Fig. 1: M1 wires
Bar = 100 um.
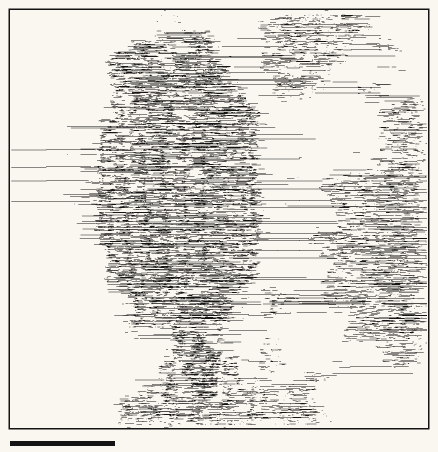
Fig. 2: metal 2
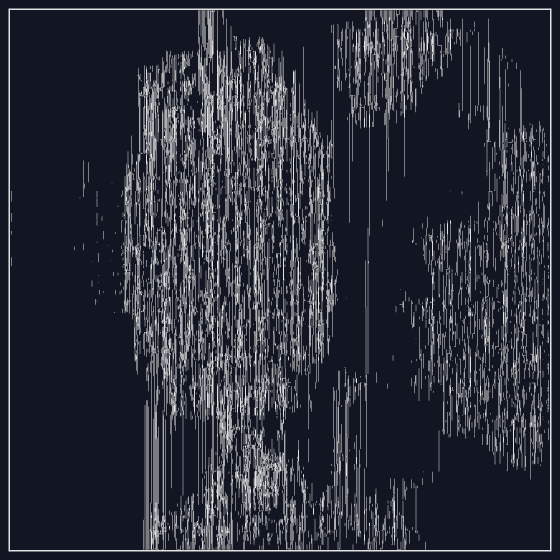
Fig. 3: metal 3
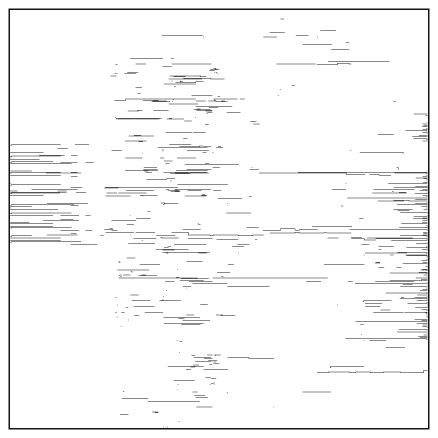
Fig. 4: signal wires on met4
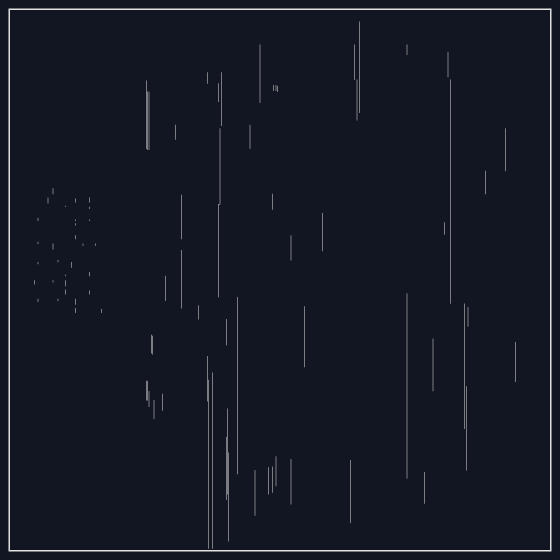
Fig. 5: routing congestion
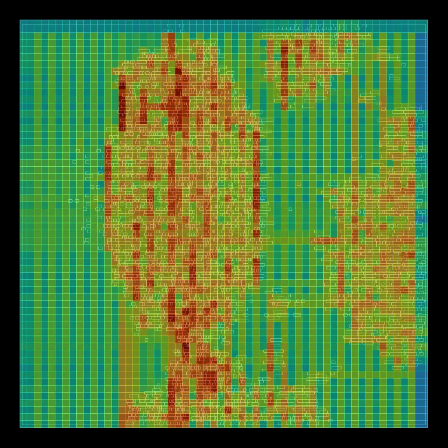
**src/rtl/shader_instr_fetch.sv**
```systemverilog
// Per-warp instruction fetch front end: round-robin warp pick, single outstanding
// 64-bit fetch, show-ahead instruction buffer, branch redirect flush.
//
// state  | meaning
// S_IDLE | pick next active warp when a buffer slot is free
// S_REQ  | imem request held until granted
// S_WAIT | waiting for the fetch response
module shader_instr_fetch #(
    parameter int  NUM_WARPS  = 8,
    parameter int  FIFO_DEPTH = 4,
    parameter int  PC_STEP    = 8,
    localparam int WW         = $clog2(NUM_WARPS),
    localparam int FW         = $clog2(FIFO_DEPTH),
    localparam int CW         = FW + 1
) (
    input  logic                 clk_i,
    input  logic                 rst_i,
    input  logic                 launch_valid_i,
    input  logic [WW-1:0]        launch_warp_i,
    input  logic [31:0]          launch_pc_i,
    input  logic                 halt_valid_i,
    input  logic [WW-1:0]        halt_warp_i,
    input  logic                 redirect_valid_i,
    input  logic [WW-1:0]        redirect_warp_i,
    input  logic [31:0]          redirect_pc_i,
    output logic                 imem_req_o,
    output logic [31:0]          imem_addr_o,
    input  logic                 imem_gnt_i,
    input  logic                 imem_rvalid_i,
    input  logic [63:0]          imem_rdata_i,
    output logic [63:0]          instruction_o,
    output logic                 instr_valid_o,
    input  logic                 instr_ready_i,
    output logic [WW-1:0]        instr_warp_o,
    output logic [31:0]          instr_pc_o,
    output logic [NUM_WARPS-1:0] warp_active_o,
    output logic [CW-1:0]        fifo_count_o,
    output logic [31:0]          fetch_count_o
);

    typedef enum logic [1:0] {S_IDLE, S_REQ, S_WAIT} state_t;

    state_t                 state_q;
    logic                   req_q;
    logic                   discard_q;
    logic [WW-1:0]          fetch_warp_q;
    logic [31:0]            fetch_pc_q;
    logic [WW-1:0]          rr_ptr_q;
    logic [NUM_WARPS-1:0]   active_q;
    logic [31:0]            pc_q [NUM_WARPS];

    logic [63:0]            fifo_instr_q [FIFO_DEPTH];
    logic [WW-1:0]          fifo_warp_q  [FIFO_DEPTH];
    logic [31:0]            fifo_pc_q    [FIFO_DEPTH];
    logic [FW-1:0]          wr_ptr_q;
    logic [FW-1:0]          rd_ptr_q;
    logic [CW-1:0]          count_q;
    logic [31:0]            fetch_count_q;

    logic                   pick_found_d;
    logic [WW-1:0]          pick_warp_d;
    logic [WW-1:0]          pick_idx;
    logic                   push_d;
    logic                   pop_d;

    // Walk downward so the smallest offset from rr_ptr_q is the last match kept.
    always_comb begin
        pick_found_d = 1'b0;
        pick_warp_d  = '0;
        pick_idx     = '0;
        for (int i = NUM_WARPS - 1; i >= 0; i--) begin
            pick_idx = rr_ptr_q + WW'(i);
            if (active_q[pick_idx]) begin
                pick_found_d = 1'b1;
                pick_warp_d  = pick_idx;
            end
        end
    end

    assign push_d = (state_q == S_WAIT) && imem_rvalid_i && !discard_q && !redirect_valid_i;
    assign pop_d  = (count_q != '0) && instr_ready_i && !redirect_valid_i;

    always_ff @(posedge clk_i) begin
        if (rst_i) begin
            state_q      <= S_IDLE;
            req_q        <= 1'b0;
            discard_q    <= 1'b0;
            fetch_warp_q <= '0;
            fetch_pc_q   <= '0;
            rr_ptr_q     <= '0;
            active_q     <= '0;
            for (int w = 0; w < NUM_WARPS; w++) pc_q[w] <= '0;
        end else begin
            for (int w = 0; w < NUM_WARPS; w++) begin
                if (launch_valid_i && launch_warp_i == WW'(w))
                    active_q[w] <= 1'b1;
                else if (halt_valid_i && halt_warp_i == WW'(w))
                    active_q[w] <= 1'b0;

                if (redirect_valid_i && redirect_warp_i == WW'(w))
                    pc_q[w] <= redirect_pc_i;
                else if (launch_valid_i && launch_warp_i == WW'(w))
                    pc_q[w] <= launch_pc_i;
                else if (state_q == S_REQ && imem_gnt_i && fetch_warp_q == WW'(w))
                    pc_q[w] <= pc_q[w] + 32'(PC_STEP);
            end

            case (state_q)
                S_IDLE: begin
                    if (pick_found_d && count_q < CW'(FIFO_DEPTH)) begin
                        fetch_warp_q <= pick_warp_d;
                        fetch_pc_q   <= (redirect_valid_i && redirect_warp_i == pick_warp_d)
                                        ? redirect_pc_i : pc_q[pick_warp_d];
                        req_q        <= 1'b1;
                        state_q      <= S_REQ;
                    end
                end
                S_REQ: begin
                    if (imem_gnt_i) begin
                        rr_ptr_q  <= fetch_warp_q + WW'(1);
                        discard_q <= redirect_valid_i;
                        req_q     <= 1'b0;
                        state_q   <= S_WAIT;
                    end else if (redirect_valid_i && redirect_warp_i == fetch_warp_q) begin
                        req_q   <= 1'b0;
                        state_q <= S_IDLE;
                    end
                end
                S_WAIT: begin
                    if (imem_rvalid_i) begin
                        discard_q <= 1'b0;
                        state_q   <= S_IDLE;
                    end else if (redirect_valid_i) begin
                        discard_q <= 1'b1;
                    end
                end
                default: begin
                    req_q   <= 1'b0;
                    state_q <= S_IDLE;
                end
            endcase
        end
    end

    always_ff @(posedge clk_i) begin
        if (rst_i) begin
            wr_ptr_q      <= '0;
            rd_ptr_q      <= '0;
            count_q       <= '0;
            fetch_count_q <= '0;
        end else if (redirect_valid_i) begin
            wr_ptr_q <= '0;
            rd_ptr_q <= '0;
            count_q  <= '0;
        end else begin
            if (push_d) begin
                wr_ptr_q      <= wr_ptr_q + FW'(1);
                fetch_count_q <= fetch_count_q + 32'd1;
            end
            if (pop_d)
                rd_ptr_q <= rd_ptr_q + FW'(1);
            case ({push_d, pop_d})
                2'b10:   count_q <= count_q + CW'(1);
                2'b01:   count_q <= count_q - CW'(1);
                default: count_q <= count_q;
            endcase
        end
    end

    always_ff @(posedge clk_i) begin
        if (push_d) begin
            fifo_instr_q[wr_ptr_q] <= imem_rdata_i;
            fifo_warp_q[wr_ptr_q]  <= fetch_warp_q;
            fifo_pc_q[wr_ptr_q]    <= fetch_pc_q;
        end
    end

    // The slot reservation in S_IDLE must make a push into a full buffer impossible.
    always_ff @(posedge clk_i) begin
        if (!rst_i)
            assert (!(push_d && count_q == CW'(FIFO_DEPTH)));
    end

    assign imem_req_o    = req_q;
    assign imem_addr_o   = fetch_pc_q;
    assign instr_valid_o = (count_q != '0);
    assign instruction_o = instr_valid_o ? fifo_instr_q[rd_ptr_q] : '0;
    assign instr_warp_o  = instr_valid_o ? fifo_warp_q[rd_ptr_q]  : '0;
    assign instr_pc_o    = instr_valid_o ? fifo_pc_q[rd_ptr_q]    : '0;
    assign warp_active_o = active_q;
    assign fifo_count_o  = count_q;
    assign fetch_count_o = fetch_count_q;

endmodule

```
**config.mk**
```make
export PLATFORM = sky130hd
export DESIGN_NAME = shader_instr_fetch
export DESIGN_NICKNAME = d
export VERILOG_FILES = /design/src/rtl/shader_instr_fetch.sv
export SDC_FILE = /design/constraint.sdc
export NUM_CORES = 2
export LEC_CHECK = 0
export CORE_MARGIN = 2
export CORE_UTILIZATION = 25
export DETAILED_ROUTE_END_ITERATION = 10
export SYNTH_ARGS = -nofsm -noshare
export SYNTH_HDL_FRONTEND = slang
export SYNTH_SLANG_ARGS = --single-unit
```
**constraint.sdc**
```tcl
create_clock -name clk_i -period 8.5 [get_ports clk_i]
set_clock_uncertainty 0.05 [all_clocks]
set_input_delay 1.7 -clock clk_i [delete_from_list [all_inputs] [get_ports clk_i]]
set_output_delay 1.7 -clock clk_i [all_outputs]
set_load 0.03 [all_outputs]
```
==> qor.csv <==
stage,metric,value,unit
final_timing,worstMarginPinSlew,1.273,ns
cells_and_area,nonClkBufAreaFrac,0.07766,
logic_synthesis,synth_seq_share,0.5497,
logic_synthesis,fp_nets,3280,
clock_tree,clock-sinks,743,
final_timing,setup_violations,0,
cells_and_area,n_all_buffers,368,
power_and_ir_drop,switching_share,0.3107,
final_timing,postLayoutSetupSlackWorst,3.190,ns
final_timing,fin_tns_setup,0,ns
placement,placed_area,44220,um2
cells_and_area,dominant_cells,sequential cells,
worst_setup_path,reg2reg_depth,13,
worst_setup_path,path_class,flip-flop to output port,
floorplanning,top_level_ports,321,
min_path,whs_path_depth,2,
worst_setup_path,critPathTopFamily,buffers and inverters,
worst_setup_path,end_kind,output port,
logic_synthesis,ys_warn_count,0,
logic_synthesis,yosys.area_share.aoi,0.09214,
min_path,hold_end,fetch_count_o[31]$_SDFFE_PP0P_,
logic_synthesis,yosys_cells,3112,
worst_setup_path,path_max_fanout,70,
clock_tree,htree_levels,3,
clock_tree,clk_pin_slew,0.06,ns
routing,viasPerCell,4.881,
logic_synthesis,synth-edff-count,652,
floorplanning,dieArea,158900,um2
floorplanning,core,154400,um2
clock_tree,postCtsSetupBuffers,0,
routing,wl_met3,7962,um
final_timing,fin_crit_sh,0.6247,
final_timing,slew_violations,0,
logic_synthesis,synthXorXnorAreaFrac,0.05691,
logic_synthesis,syn_avg_cell_area,12.51,um2
power_and_ir_drop,power_frac_seq,0.441,
logic_synthesis,yosysTopAreaCell,edfxtp_1,
cells_and_area,nClkBuffers,105,
logic_synthesis,synth_flops,743,
cells_and_area,final-clk-cell-share,0.05833,
logic_synthesis,synth_cells,3112,
logic_synthesis,yosys-stat-area,38930,um2
final_timing,max_freq,188.3,MHz
job,cap_violations,0,
global_routing,antenna_found_initial,38,
worst_setup_path,critPathCapture,instr_pc_o[18],
worst_setup_path,startpoint_type,flip-flop,
floorplanning,die_w,398.6,um
outcome,status,"finished, final reports clean",
final_timing,maxSlewHeadroom,0.1492,
clock_tree,cts-hold-fix-buffers,0,
worst_setup_path,r2r-end,imem_addr_o[23]$_SDFFE_PP0P_,
logic_synthesis,async_flop_share,0,
logic_synthesis,synthTopLogicFamily,multiplexers,
logic_synthesis,yosys-top-cells-count,"edfxtp_1 (652), mux2i_1 (294), nor2_1 (213)",
power_and_ir_drop,irDropWorstVdd,0.0001371,V
worst_setup_path,crit_buf_inv,2,
clock_tree,cts_resized,0,
worst_setup_path,timing.rr.start,rr_ptr_q[0]$_SDFFE_PP0P_,
power_and_ir_drop,p_sw,3.267,mW
global_routing,grt_first_pass_wirelength,170200,um
placement,dpl.hpwl,79320,um
cells_and_area,logic_area,16320,um2
floorplanning,fp_util,0.2521,
power_and_ir_drop,total_power,10.51,mW
power_and_ir_drop,powerComb,2.21,mW
logic_synthesis,ys_sh_mux,0.1539,
worst_setup_path,cp.required,6.75,ns
routing,ant_nets,0,
cells_and_area,nMultiInputCombCells,2048,
cells_and_area,comb_area_frac,0.3474,
worst_setup_path,slowest_stage,dfxtp_4,
min_path,hp-start,fetch_count_o[31]$_SDFFE_PP0P_,
logic_synthesis,ys_types,74,
power_and_ir_drop,power_clock,3.67,mW
logic_synthesis,syn_area,38930,um2
cells_and_area,register_area,21410,um2
clock_tree,cts_tree,done,
logic_synthesis,synthAdderAreaFrac,0.007584,
logic_synthesis,ff_type,edfxtp_1,
worst_setup_path,crit_arrival,3.56,ns
cells_and_area,nNetsFinal,3486,
cells_and_area,num-nonclk-inverters,75,
final_timing,worst_hold_slack,0.4379,ns
logic_synthesis,topCellsByArea,"edfxtp_1 (50%), mux2i_1 (7.6%), mux4_2 (6.6%), dfxtp_1 (4.7%), xor2_1 (3.4%)",
placement,dp_cells,5278,
cells_and_area,n_antenna_cell,9,
floorplanning,nWellTaps,2044,
logic_synthesis,synth.most_common_cell,edfxtp_1,
cells_and_area,final_common_cell,edfxtp_1,
power_and_ir_drop,p_leak,15.10,nW
cells_and_area,fin_cells,5439,
routing,met2RoutedLength,54300,um
placement,routabilityCongestion,0.8148,
logic_synthesis,ys_sh_simple,0.1055,
-- Fig. 1 (at the start) --
nets with wire on the layer: 3288
share of all routed wire: 43%
M1 GR Usage: 0.1840
total detailed-routing wirelength: 113900 um
via count: 26550

-- Fig. 2 (at the start) --
main direction: vertical
wire length on this layer: 54.3 mm
nets with wire on the layer: 2832
GR met2 Demand/Resource: 0.2308

-- Fig. 3 (at the start) --
main direction: horizontal
nets with wire on the layer: 367
share of all routed wire: 7.0%
longest straight run: 123 um
met3 usage: 0.03110

-- Fig. 4 (at the start) --
share of all routed wire: 2.1%
nets with wire on the layer: 60
wire length on this layer: 2330 um

-- Fig. 5 (at the start) --
final core utilization: 0.3043
wire per inst: 20.94 um
gr usage total: 0.1400
GRT busiest layer: met2

state kept, by name (all words and copies together), names as in the netlist, named ones only:
register / count
wr_ptr_q: 2
fifo_instr_q: 256
imem_req_o: 1
fifo_pc_q: 128
fetch_count_o: 32
imem_addr_o: 32
fifo_count_o: 3
rr_ptr_q: 3
warp_active_o: 8
fifo_warp_q: 12
fetch_warp_q: 3
rd_ptr_q: 2
state_q: 2
discard_q: 1
pc_q: 256
worst register-to-register path, cell delays in order (launching register included):
cell and delay [ns]:
dfxtp_1 0.30, buf_4 0.29, inv_2 0.18, ha_1 0.67, mux2_2 0.44, mux4_2 0.46
o22ai_1 0.26, a2111oi_2 0.10, nor4_2 0.57, buf_12 0.65, mux2i_1 0.44, a22oi_1 0.43
o211ai_1 0.20, o221ai_2 0.17
